$ cat src/rtl/flash_audio_pkg.sv
`default_nettype none
// ============================================================================
// Module   : flash_audio_pkg
// Brief    : Shared state encodings and region defaults for the flash audio
//            sample path (reader and audio output FSM).
// Revision : 1.0 - initial release
// ============================================================================
package flash_audio_pkg;

    localparam int                    c_addr_w   = 23;
    localparam logic [c_addr_w-1:0]   c_max_addr = 23'h7FFFF;

    typedef enum logic [2:0] {
        ST_IDLE      = 3'd0,
        ST_REQ       = 3'd1,
        ST_WAIT_DATA = 3'd2,
        ST_DONE      = 3'd3,
        ST_ADVANCE   = 3'd4
    } state_t;

endpackage
`default_nettype wire

$ cat src/rtl/flash_addr_step.sv
`default_nettype none
// ============================================================================
// Module   : flash_addr_step
// Brief    : Combinational next word address with direction, restart and
//            wrap at both ends of the sample region.
// Revision : 1.0 - initial release
// ============================================================================
module flash_addr_step
    import flash_audio_pkg::*;
#(
    parameter int                ADDR_W   = c_addr_w,
    parameter logic [ADDR_W-1:0] MAX_ADDR = ADDR_W'(c_max_addr)
) (
    input  logic [ADDR_W-1:0] addr,
    input  logic              direction,
    input  logic              restart,
    output logic [ADDR_W-1:0] next_addr
);

    always_comb begin
        next_addr = addr;
        if (restart) begin
            next_addr = direction ? MAX_ADDR : '0;
        end else if (!direction) begin
            next_addr = (addr == MAX_ADDR) ? '0 : addr + ADDR_W'(1);
        end else begin
            next_addr = (addr == '0) ? MAX_ADDR : addr - ADDR_W'(1);
        end
    end

endmodule
`default_nettype wire

$ cat src/rtl/flash_sample_reader.sv
`default_nettype none
// ============================================================================
// Module   : flash_sample_reader
// Brief    : Fetches 32-bit sample words over an Avalon-MM pipelined read
//            port and hands each to the audio stage with a level finish flag.
// Revision : 1.0 - initial release
// ============================================================================
module flash_sample_reader
    import flash_audio_pkg::*;
#(
    parameter int                ADDR_W   = c_addr_w,
    parameter logic [ADDR_W-1:0] MAX_ADDR = ADDR_W'(c_max_addr)
) (
    input  logic              clk,
    input  logic              reset,
    input  logic              direction,
    input  logic              restart,
    input  logic              hold,
    output logic              flash_mem_read,
    input  logic              flash_mem_waitrequest,
    output logic [ADDR_W-1:0] flash_mem_address,
    output logic [3:0]        flash_mem_byteenable,
    input  logic [31:0]       flash_mem_readdata,
    input  logic              flash_mem_readdatavalid,
    output logic [31:0]       audio_data,
    output logic              finish
);

    state_t            r_state;
    logic [ADDR_W-1:0] r_addr;
    logic              r_restart_pend;
    logic [ADDR_W-1:0] w_next_addr;

    assign flash_mem_byteenable = 4'hF;
    assign flash_mem_address    = r_addr;

    flash_addr_step #(
        .ADDR_W   (ADDR_W),
        .MAX_ADDR (MAX_ADDR)
    ) u_addr_step (
        .addr      (r_addr),
        .direction (direction),
        .restart   (r_restart_pend),
        .next_addr (w_next_addr)
    );

    always_ff @(posedge clk or posedge reset) begin
        if (reset) begin
            r_state        <= ST_IDLE;
            r_addr         <= '0;
            r_restart_pend <= 1'b0;
            flash_mem_read <= 1'b0;
            audio_data     <= 32'h0;
            finish         <= 1'b0;
        end else begin
            if (restart) begin
                r_restart_pend <= 1'b1;
            end
            case (r_state)
                ST_IDLE: begin
                    flash_mem_read <= 1'b1;
                    r_state        <= ST_REQ;
                end
                ST_REQ: begin
                    if (!flash_mem_waitrequest) begin
                        flash_mem_read <= 1'b0;
                        r_state        <= ST_WAIT_DATA;
                    end
                end
                ST_WAIT_DATA: begin
                    if (flash_mem_readdatavalid) begin
                        audio_data <= flash_mem_readdata;
                        finish     <= 1'b1;
                        r_state    <= ST_DONE;
                    end
                end
                ST_DONE: begin
                    if (!hold) begin
                        finish  <= 1'b0;
                        r_state <= ST_ADVANCE;
                    end
                end
                ST_ADVANCE: begin
                    r_addr         <= w_next_addr;
                    // A pulse arriving in this very cycle is kept for the next word.
                    r_restart_pend <= restart;
                    flash_mem_read <= 1'b1;
                    r_state        <= ST_REQ;
                end
                default: begin
                    flash_mem_read <= 1'b0;
                    finish         <= 1'b0;
                    r_state        <= ST_IDLE;
                end
            endcase
        end
    end

endmodule
`default_nettype wire
$ cat config.mk
export PLATFORM = sky130hd
export DESIGN_NAME = flash_sample_reader
export DESIGN_NICKNAME = d
export VERILOG_FILES = /design/src/rtl/flash_audio_pkg.sv /design/src/rtl/flash_addr_step.sv /design/src/rtl/flash_sample_reader.sv
export SDC_FILE = /design/constraint.sdc
export NUM_CORES = 1
export LEC_CHECK = 0
export ABC_AREA = 1
export CORE_ASPECT_RATIO = 0.7
export CORE_MARGIN = 4
export CORE_UTILIZATION = 46
export DETAILED_ROUTE_END_ITERATION = 8
export PLACE_DENSITY = 0.83
export SLEW_MARGIN = 20
export SYNTH_ARGS = -nofsm -noshare
export SYNTH_HDL_FRONTEND = slang
export SYNTH_HIERARCHICAL = 1
export SYNTH_SLANG_ARGS = --single-unit
$ cat constraint.sdc
create_clock -name clk -period 2.5 [get_ports clk]
set_clock_uncertainty 0.2 [all_clocks]
set_input_delay 0.75 -clock clk [delete_from_list [all_inputs] [get_ports clk]]
set_output_delay 0.75 -clock clk [all_outputs]
set_load 0.02 [all_outputs]
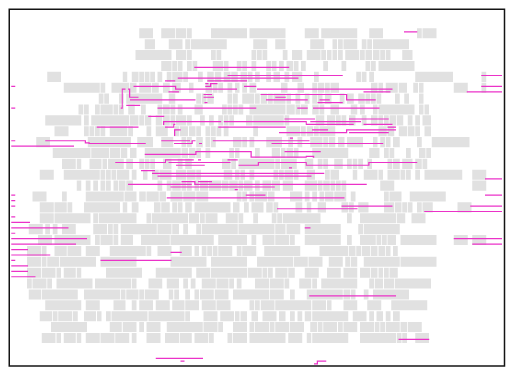
Figure 1: met3 routing.
(4 px per um) Cells faint in the background.
main direction: horizontal
longest straight run: 44.2 um
GR Util met3: 6.26%
aggregate routed wire length: 12700 um
vias post-DR: 4277

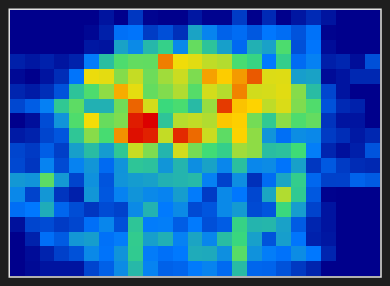
Figure 2: wiring heat map.
(3 px per um) The die is cut into 25 by 18 equal tiles; dark blue is low, red is high, scaled to the fullest tile. Values are wire area over tile area, all layers added.
fullest tile: 0.67
tiles over half the peak: 20%
mean over tiles: 0.19
densest ninth of the die: center
total track usage: 24.9%
Wirelength per Cell: 15.3 um

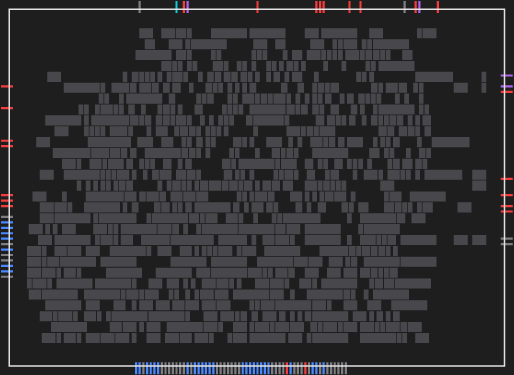
Figure 3: ports around the boundary.
(4 px per um) Pins as bars across the die edge, other pins in gray.
| port | color | pins | direction | edge |
|---|---|---|---|---|
| flash_mem_byteenable | purple | 4 | output | 2 top, 2 right |
| flash_mem_readdata | blue | 32 | input | 25 bottom, 7 left |
| direction | cyan | 1 | input | top |
| flash_mem_address | red | 23 | output | 9 top, 7 left, 5 right, 2 bottom |
all pins by edge: 58 bottom, 19 left, 14 top, 9 right
Buffers on Ports: 95
DIE WIDTH: 123 um

==> results.txt <==
run metrics: CP startpoint kind=flop, Max-cap violations=0, top cells, area=dfrtp_1 36%, nand2_1 17%, inv_1 6.0%, nor2_1 4.7%, o21ai_2 4.7%, Post-Synthesis Cells=607, crit path capture type=output pin, number of sequential cells=61, Routed Antenna Nets=0, Non-clock buffer share=19.9%, met2 WL post-DR=5680 um, run status=complete, no violations, Root Buffer=clkbuf_16, # rows=29, Clk pwr share=19.0%, commonest cells in the netlist=195 x nand2_1, 68 x inv_1, 61 x dfrtp_1, 54 x nor2_1, 37 x nand3_1, area grow syn2layout=31.8%, CTS buffer count=9, Min-Delay Endpoint=audio_data[9], Fmax=406 MHz, slowest library cell on the worst path=clkdlybuf4s50_1, Storage cell area=1540 um2, number of global-route vias before repair=4185, Non-clk invs=73, Post-synth EDFFs=0, Seq area share=27.2%, seq pwr=2.01 mW, Distinct cells, synth=35, crit path time final=2.46 ns, total internal power=3.92 mW, Final nets=744, grt total ovfl=0, Hold Path Cell Cnt=2, DRC=0, Pre-antenna DRT Iters=5, flops out of synthesis=61, fin. max-slew vios=0, CP Class=flop to output pin, combinational power=3.81 mW, clkbuf count=9, Signal buffers=113, worst skew pair latency=0.34 ns, pre-CTS setup slack=0.155 ns, RSZ-0062 raised after global routing=false, final setup margin=0.0381 ns, Comb area=2240 um2, ys async rst share=100%, family with the most delay on the worst path=buffers and inverters, Hold WC Path Type=flop to flop
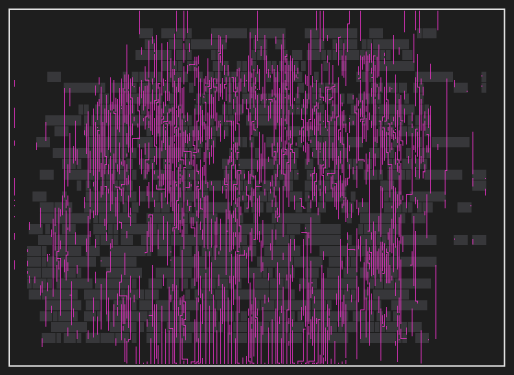
Figure 4: M2 wires.
(4 px per um) Cells faint in the background.
share of all routed wire: 45%
wire length on this layer: 5680 um
nets with wire on the layer: 589
GR Layer Usage met2: 39.9%

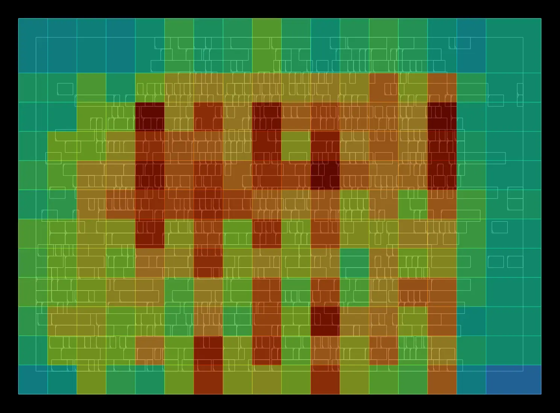
Figure 5: congestion heat map.
GRT Max-Usage Layer: met2
Util after Layout: 62.3%
global routing usage on met1: 33.9%

## logic make-up after synthesis
logic type,Yosys count,synth area share [%]
compound gates,77,11.3
xor+xnor,22,4.49
fa+ha+maj,3,0.875
buf+inv,105,12.5
flops,61,35.6
other cells,1,0.0874
simple gates,338,35.2
## through the flow
step	utilization [%]	hold slack (ns)
final	62.3	0.283
after global routing	62.3	0.304
after CTS	62.3	0.286
after detailed placement	58.6	0.272
after global placement	58.6	0.260
after floorplan	-	0.318
## sequential cells by signal (all words and copies together) (netlist names)
| register | cells |
|---|---|
| r_restart_pend | 1 |
| audio_data | 32 |
| flash_mem_read | 1 |
| r_state | 3 |
| finish | 1 |
| flash_mem_address | 23 |
No activity file was given, so power comes from the tool's default toggle rates.
